## config.mk

```make
export PLATFORM = sky130hd
export DESIGN_NAME = mm_vector_sequencer
export DESIGN_NICKNAME = d
export VERILOG_FILES = /design/src/rtl/mm_seq_pkg.sv /design/src/rtl/mm_settle_timer.sv /design/src/rtl/mm_vector_sequencer.sv
export SDC_FILE = /design/constraint.sdc
export NUM_CORES = 1
export LEC_CHECK = 0
export CAP_MARGIN = 15
export CORE_MARGIN = 3
export CORE_UTILIZATION = 45
export DETAILED_ROUTE_END_ITERATION = 10
export DONT_BUFFER_PORTS = 1
export PLACE_DENSITY = 0.71
export SETUP_SLACK_MARGIN = 0.02
export SLEW_MARGIN = 20
export SYNTH_ARGS = -nofsm -noshare
export SYNTH_HDL_FRONTEND = slang
export SYNTH_SLANG_ARGS = --single-unit
```

## constraint.sdc

```tcl
create_clock -name clk -period 2.1 [get_ports clk]
set_clock_uncertainty 0.15 [all_clocks]
set_input_delay 0.42 -clock clk [delete_from_list [all_inputs] [get_ports clk]]
set_output_delay 0.42 -clock clk [all_outputs]
set_load 0.02 [all_outputs]
```

## src/rtl/mm_seq_pkg.sv

```systemverilog
// -----------------------------------------------------------------------------
// mm_seq_pkg
// Shared types and constants for the multiple_modules vector sequencer.
//   seq_state_e : sequencer FSM state encoding
//   VEC_W       : width of the vector index {a,b,c}
//   NUM_VEC     : number of input vectors swept
//   ERR_W       : width of the mismatch counter (holds 0..8)
//   MM_TRUTH    : expected y per vector index, (a&b)|c
// -----------------------------------------------------------------------------
package mm_seq_pkg;

    localparam int VEC_W   = 3;
    localparam int NUM_VEC = 8;
    localparam int ERR_W   = 4;

    localparam logic [7:0] MM_TRUTH = 8'hEA;

    typedef enum logic [1:0] {
        ST_IDLE   = 2'd0,
        ST_SETTLE = 2'd1,
        ST_SAMPLE = 2'd2,
        ST_DONE   = 2'd3
    } seq_state_e;

    // Expected datapath output for a given vector index under a truth table.
    function automatic logic expected_y(input logic [7:0] truth, input logic [VEC_W-1:0] vec);
        return truth[vec];
    endfunction

endpackage

```

## src/rtl/mm_settle_timer.sv

```systemverilog
// -----------------------------------------------------------------------------
// mm_settle_timer
// 4-bit settle counter with clear and enable; tc flags the last settle cycle.
// Ports:
//   clk   in  system clock
//   rst_n in  synchronous active-low reset
//   clr   in  force count to zero (wins over en)
//   en    in  advance count by one
//   tc    out high while count == SETTLE_CYC-1
// -----------------------------------------------------------------------------
module mm_settle_timer #(
    parameter int unsigned SETTLE_CYC = 2
) (
    input  logic clk,
    input  logic rst_n,
    input  logic clr,
    input  logic en,
    output logic tc
);

    logic [3:0] cnt_r;

    // Settle cycle counter.
    always_ff @(posedge clk) begin
        if (!rst_n) begin
            cnt_r <= 4'd0;
        end else if (clr) begin
            cnt_r <= 4'd0;
        end else if (en) begin
            cnt_r <= cnt_r + 4'd1;
        end else begin
            cnt_r <= cnt_r;
        end
    end

    assign tc = (cnt_r == 4'(SETTLE_CYC - 32'd1));

endmodule

```

## src/rtl/mm_vector_sequencer.sv

```systemverilog
// -----------------------------------------------------------------------------
// mm_vector_sequencer
// Sweeps the multiple_modules datapath through all 8 {a,b,c} vectors, holds
// each for SETTLE_CYC cycles, samples y_in and compares it with TRUTH.
// Ports:
//   clk, rst_n      clock, synchronous active-low reset
//   start, abort    begin a sweep (IDLE only) / terminate a sweep
//   y_in            datapath output
//   a, b, c         registered datapath drives (vec[2], vec[1], vec[0])
//   busy            high in SETTLE/SAMPLE/DONE
//   done            one-cycle completion pulse
//   pass            last completed sweep had no mismatches
//   err_cnt         mismatch count of current/last sweep
//   fail_map        bit i set when vector i mismatched
//   first_fail_vld, first_fail_vec  first mismatch of the sweep
//                   (present only when MM_SEQ_FIRSTFAIL_EN is defined)
// -----------------------------------------------------------------------------
module mm_vector_sequencer
    import mm_seq_pkg::*;
#(
    parameter int unsigned SETTLE_CYC = 2,
    parameter logic [7:0]  TRUTH      = MM_TRUTH
) (
    input  logic             clk,
    input  logic             rst_n,
    input  logic             start,
    input  logic             abort,
    input  logic             y_in,
    output logic             a,
    output logic             b,
    output logic             c,
    output logic             busy,
    output logic             done,
    output logic             pass,
    output logic [ERR_W-1:0] err_cnt,
    output logic [7:0]       fail_map
`ifdef MM_SEQ_FIRSTFAIL_EN
    ,
    output logic             first_fail_vld,
    output logic [VEC_W-1:0] first_fail_vec
`endif
);

    seq_state_e       state_r,    state_nxt_s;
    logic [VEC_W-1:0] vec_r,      vec_nxt_s;
    logic [VEC_W-1:0] abc_r,      abc_nxt_s;
    logic [ERR_W-1:0] err_cnt_r,  err_cnt_nxt_s;
    logic [7:0]       fail_map_r, fail_map_nxt_s;
    logic             pass_r,     pass_nxt_s;
    logic             done_r,     done_nxt_s;
    logic             busy_r;
    logic             tc_s;
    logic             mismatch_s;
    logic             ff_vld_r,   ff_vld_nxt_s;
    logic [VEC_W-1:0] ff_vec_r,   ff_vec_nxt_s;

    // The counter only runs while settling, so it is zero on every entry to SETTLE.
    mm_settle_timer #(
        .SETTLE_CYC (SETTLE_CYC)
    ) u_timer (
        .clk   (clk),
        .rst_n (rst_n),
        .clr   (state_r != ST_SETTLE),
        .en    (state_r == ST_SETTLE),
        .tc    (tc_s)
    );

    assign mismatch_s = (y_in != expected_y(TRUTH, vec_r));

    // Next-state and next-result computation.
    always_comb begin
        state_nxt_s    = state_r;
        vec_nxt_s      = vec_r;
        abc_nxt_s      = abc_r;
        err_cnt_nxt_s  = err_cnt_r;
        fail_map_nxt_s = fail_map_r;
        pass_nxt_s     = pass_r;
        done_nxt_s     = 1'b0;
        ff_vld_nxt_s   = ff_vld_r;
        ff_vec_nxt_s   = ff_vec_r;

        if ((state_r != ST_IDLE) && abort) begin
            // Partial err_cnt/fail_map and first-fail are deliberately kept.
            state_nxt_s = ST_IDLE;
            abc_nxt_s   = {VEC_W{1'b0}};
            pass_nxt_s  = 1'b0;
        end else begin
            case (state_r)
                ST_IDLE: begin
                    if (start && !abort) begin
                        state_nxt_s    = ST_SETTLE;
                        vec_nxt_s      = {VEC_W{1'b0}};
                        abc_nxt_s      = {VEC_W{1'b0}};
                        err_cnt_nxt_s  = {ERR_W{1'b0}};
                        fail_map_nxt_s = 8'h00;
                        pass_nxt_s     = 1'b0;
                        ff_vld_nxt_s   = 1'b0;
                        ff_vec_nxt_s   = {VEC_W{1'b0}};
                    end else begin
                        state_nxt_s = ST_IDLE;
                    end
                end
                ST_SETTLE: begin
                    if (tc_s) begin
                        state_nxt_s = ST_SAMPLE;
                    end else begin
                        state_nxt_s = ST_SETTLE;
                    end
                end
                ST_SAMPLE: begin
                    if (mismatch_s) begin
                        fail_map_nxt_s[vec_r] = 1'b1;
                        err_cnt_nxt_s         = err_cnt_r + 4'd1;
                        if (!ff_vld_r) begin
                            ff_vld_nxt_s = 1'b1;
                            ff_vec_nxt_s = vec_r;
                        end else begin
                            ff_vld_nxt_s = ff_vld_r;
                        end
                    end else begin
                        err_cnt_nxt_s = err_cnt_r;
                    end
                    // vec never wraps: the last vector leaves for DONE.
                    if (vec_r == VEC_W'(NUM_VEC - 1)) begin
                        state_nxt_s = ST_DONE;
                    end else begin
                        vec_nxt_s   = vec_r + 3'd1;
                        abc_nxt_s   = vec_r + 3'd1;
                        state_nxt_s = ST_SETTLE;
                    end
                end
                ST_DONE: begin
                    done_nxt_s  = 1'b1;
                    pass_nxt_s  = (err_cnt_r == 4'd0);
                    state_nxt_s = ST_IDLE;
                end
                default: begin
                    state_nxt_s = ST_IDLE;
                    abc_nxt_s   = {VEC_W{1'b0}};
                    pass_nxt_s  = 1'b0;
                end
            endcase
        end
    end

    // State and result registers.
    always_ff @(posedge clk) begin
        if (!rst_n) begin
            state_r    <= ST_IDLE;
            vec_r      <= {VEC_W{1'b0}};
            abc_r      <= {VEC_W{1'b0}};
            err_cnt_r  <= {ERR_W{1'b0}};
            fail_map_r <= 8'h00;
            pass_r     <= 1'b0;
            done_r     <= 1'b0;
            busy_r     <= 1'b0;
            ff_vld_r   <= 1'b0;
            ff_vec_r   <= {VEC_W{1'b0}};
        end else begin
            state_r    <= state_nxt_s;
            vec_r      <= vec_nxt_s;
            abc_r      <= abc_nxt_s;
            err_cnt_r  <= err_cnt_nxt_s;
            fail_map_r <= fail_map_nxt_s;
            pass_r     <= pass_nxt_s;
            done_r     <= done_nxt_s;
            busy_r     <= (state_nxt_s != ST_IDLE);
            ff_vld_r   <= ff_vld_nxt_s;
            ff_vec_r   <= ff_vec_nxt_s;
        end
    end

    assign a        = abc_r[2];
    assign b        = abc_r[1];
    assign c        = abc_r[0];
    assign busy     = busy_r;
    assign done     = done_r;
    assign pass     = pass_r;
    assign err_cnt  = err_cnt_r;
    assign fail_map = fail_map_r;

`ifdef MM_SEQ_FIRSTFAIL_EN
    assign first_fail_vld = ff_vld_r;
    assign first_fail_vec = ff_vec_r;
`endif

endmodule

```

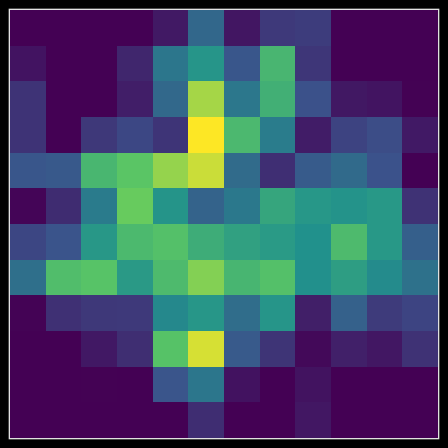
Fig. 1. Signal metal coverage by tile (run 1).
12 x 12 tiles, from dark purple (low) to yellow (high), scaled to the fullest tile. Values are wire area over tile area, all layers added.
fullest tile = 0.40
nearly empty tiles = 27%
emptiest ninth of the die = lower left
tiles over half the peak = 26%
Total GRT Usage: 0.149
Via Count: 954
Routed WL per cell: 14.1 um
drt total wl: 2360 um

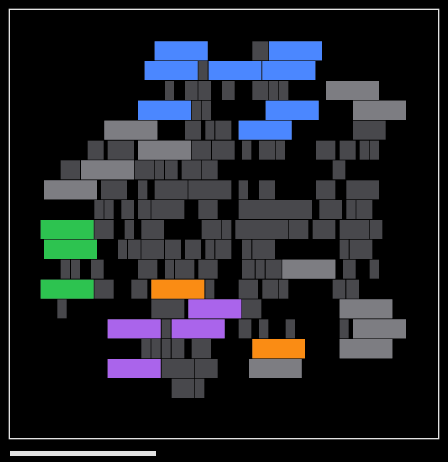
Fig. 2. Sequential cells coloured by netlist name (run 1).
The bar under the picture is 20 um long. Other sequential cells in the stronger grey, the rest of the logic in the fainter grey.
`fail_map` -> blue  # placed flops 8, where top centre
`state_r` -> orange  # placed flops 2
`abc_r` -> green  # placed flops 3
`u_timer.cnt_r` -> purple  # placed flops 4
final core occ: 0.511
flop share of the area: 0.431
P_seq: 0.000544 W

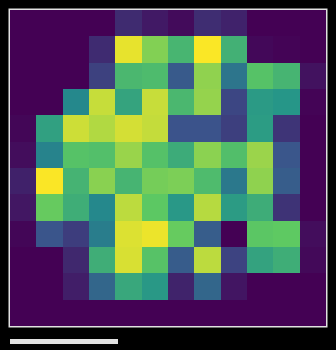
Fig. 3. Cell area per tile (run 1).
The bar under the picture is 20 um long. 12 x 12 tiles, from dark purple (low) to yellow (high), 0 to 100% covered.
mean over tiles = 37%
densest ninth of the die = centre
fullest tile = 100%
Core ar.: 0.00254 mm^2
fp_density: 0.490

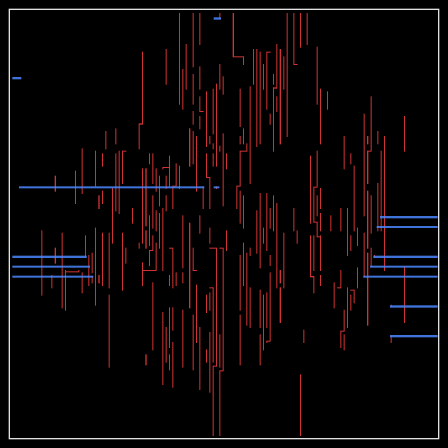
Fig. 4. Metal layers overlaid (run 1).
Two of the layers only.
M3 -> blue  # wire length 113 um
M2 -> red  # wire length 1110 um

==> flow_metrics.py, run 1 <==
# Synthesis and PnR figures
metrics = {
    "pwr": {
        "comb_power_share": 0.060,
        "p_leak_nw": 0.490,
        "p_seq_frac": 0.679,
        "pg_comb_w": 0.0000479,
        "ir_drop_v": 0.000327,
        "p_switching_w": 0.000179,
    },
    "global_route": {
        "grt_pass1_wl_um": 4020,
        "top_usage_layer": "met2",
        "grt_max_degree": 15,
        "met3_usage": 0.0307,
        "grt-ovfl-total": 0,
    },
    "status": {
        "status": "complete, no violations",
    },
    "min_path": {
        "hold_start": "rst_n",
    },
    "final_timing": {
        "max_slew_margin": 0.720,
        "rsz0062_at_grt": "false",
    },
    "layout": {
        "n_clock_buffer": 3,
        "logic_area_um2": 654,
        "finalNetCount": 150,
        "bufAreaShareNonClock": 0.0115,
        "fin_cells": 167,
        "syn2layout_area_growth_pct": 4.42,
        "n_all_buffers": 2,
        "finalInstanceArea_mm2": 0.00130,
        "logic_gate_count": 101,
    },
    "placed_design": {
        "place_area_mm2": 0.00128,
        "port_buffers": 0,
    },
    "yosys": {
        "synth-seq-area-share": 0.450,
        "synth_cell_types": 39,
        "top_cell": "dfxtp_1",
        "xor_share": 0.0271,
        "yosys-top-cells-area": "dfxtp_1 45%, nor2_1 6.9%, ha_1 6.0%",
        "ff_type": "dfxtp_1",
        "synthAdderAreaFrac": 0.0602,
    },
    "critical_path": {
        "cp_slowest_stage_delay_ns": 0.46,
        "path_max_fanout": 8,
        "critPathTopFamily": "flip-flops",
        "crit_arrival_ns": 1.85,
        "slowest_stage": "dfxtp_1",
        "worstSetupEndpointType": "flop",
        "r2r_slack_ns": 0.31,
        "path_depth": 6,
    },
    "route": {
        "wl_met3_um": 113,
        "highest_layer": "met4",
    },
    "die": {
        "chip_area_mm2": 0.00344,
        "taps": 30,
        "die_w_um": 58.6,
    },
    "clock_network": {
        "clkTransAtPathRegs_ns": 0.13,
    },
}
==> inputs of run 2 (changes only) <==
--- a/config.mk
+++ b/config.mk
@@ -5,6 +5,7 @@
 export SDC_FILE = /design/constraint.sdc
 export NUM_CORES = 1
 export LEC_CHECK = 0
+export ABC_CLOCK_PERIOD_IN_PS = 2100
 export CAP_MARGIN = 15
 export CORE_MARGIN = 3
 export CORE_UTILIZATION = 45
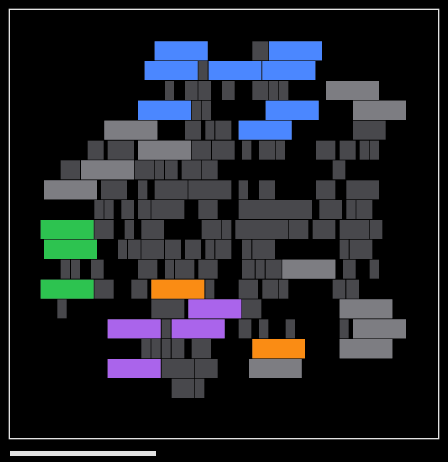
Fig. 5. Sequential cells coloured by netlist name (run 2).
The bar under the picture is 20 um long. Other sequential cells in the stronger grey, the rest of the logic in the fainter grey.
`u_timer.cnt_r` -> purple  # placed flops 4
`abc_r` -> green  # placed flops 3
`state_r` -> orange  # placed flops 2
`fail_map` -> blue  # placed flops 8, where top centre
Sequential Area: 561 um^2

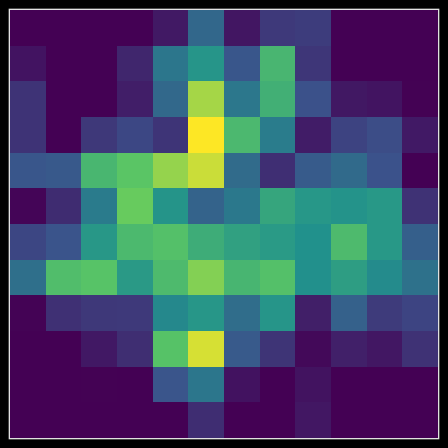
Fig. 6. Signal metal coverage by tile (run 2).
12 x 12 tiles, from dark purple (low) to yellow (high), scaled to the fullest tile. Values are wire area over tile area, all layers added.
mean over tiles = 0.11
tiles over half the peak = 26%
emptiest ninth of the die = lower left
fullest tile = 0.40

==> flow_metrics.py, run 2 <==
# Synthesis and PnR figures
metrics = {
    "status": {
        "status": "complete, no violations",
    },
    "pwr": {
        "internal_power_w": 0.000622,
        "p_seq_frac": 0.679,
        "comb_power_share": 0.060,
        "seq_power_w": 0.000544,
        "pg_comb_w": 0.0000479,
        "p_leak_nw": 0.490,
        "p_switching_w": 0.000179,
        "ir_drop_v": 0.000327,
    },
    "route": {
        "vias": 954,
        "wl_met3_um": 113,
        "dr.pass1.iters": 4,
        "wl_um": 2360,
        "dr_wl_met2_um": 1110,
        "routedWlPerCell_um": 14.1,
        "highest_layer": "met4",
    },
    "die": {
        "chip_area_mm2": 0.00344,
        "die_w_um": 58.6,
        "fp_util": 0.490,
        "taps": 30,
        "coreArea_mm2": 0.00254,
    },
    "layout": {
        "finalInstanceArea_mm2": 0.00130,
        "finalNetCount": 150,
        "num_antenna_cells": 0,
        "lay_top_count": "dfxtp_1",
        "inverters_excl_clock": 3,
        "final_util": 0.511,
        "syn2layout_area_growth_pct": 4.42,
        "n_all_buffers": 2,
        "n_clock_buffer": 3,
        "seq_share": 0.431,
        "fin_cells": 167,
        "n_fill_cell": 234,
        "logic_area_um2": 654,
        "bufAreaShareNonClock": 0.0115,
        "logic_gate_count": 101,
    },
    "yosys": {
        "top_cell": "dfxtp_1",
        "synth_area_mm2": 0.00125,
        "ys_sh_mux": 0.00803,
        "top_logic_kind": "simple AND/OR/NAND/NOR gates",
        "synthAdderAreaFrac": 0.0602,
        "synth-seq-area-share": 0.450,
        "ff_type": "dfxtp_1",
        "xor_share": 0.0271,
        "synth_cell_types": 39,
        "fp_nets": 147,
        "ys_area_mm2": 0.00125,
        "synth_area_per_cell_um2": 9.16,
        "yosys-top-cells-area": "dfxtp_1 45%, nor2_1 6.9%, ha_1 6.0%",
    },
    "critical_path": {
        "setup.worst_path.end": "vec_r[0]",
        "cp_slowest_stage_delay_ns": 0.46,
        "critPathTopFamily": "flip-flops",
        "path_max_fanout": 8,
        "slowest_stage": "dfxtp_1",
        "worstSetupEndpointType": "flop",
        "crit_arrival_ns": 1.85,
        "r2r_slack_ns": 0.31,
        "path_depth": 6,
        "cp.buffers_inverters": 0,
        "cp.required_ns": 2.16,
    },
    "placed_design": {
        "port_buffers": 0,
        "dp_hpwl_um": 1910,
        "dp.cells": 164,
        "place_congestion": 0.773,
        "place_area_mm2": 0.00128,
    },
    "final_timing": {
        "slew_viol_final": 0,
        "max_slew_margin": 0.720,
        "tns_ns": 0,
        "period_minus_slack_ns": 1.79,
        "hold_viol": 0,
        "rsz0062_at_grt": "false",
        "layout_setup_ws_ns": 0.313,
    },
    "global_route": {
        "grt_pass1_wl_um": 4020,
        "grt-ovfl-total": 0,
        "top_usage_layer": "met2",
        "met3_usage": 0.0307,
        "grt_max_degree": 15,
        "track_usage": 0.149,
        "grt_antenna_before_repair": 0,
    },
    "clock_network": {
        "clkTransAtPathRegs_ns": 0.13,
        "ctsHoldBuffers": 0,
        "cts_buffer_depth": 2,
    },
    "min_path": {
        "hold_start": "rst_n",
        "hold_class": "primary input to flop",
    },
}
Power figures rest on the tool's default switching activity, not on a simulated workload.
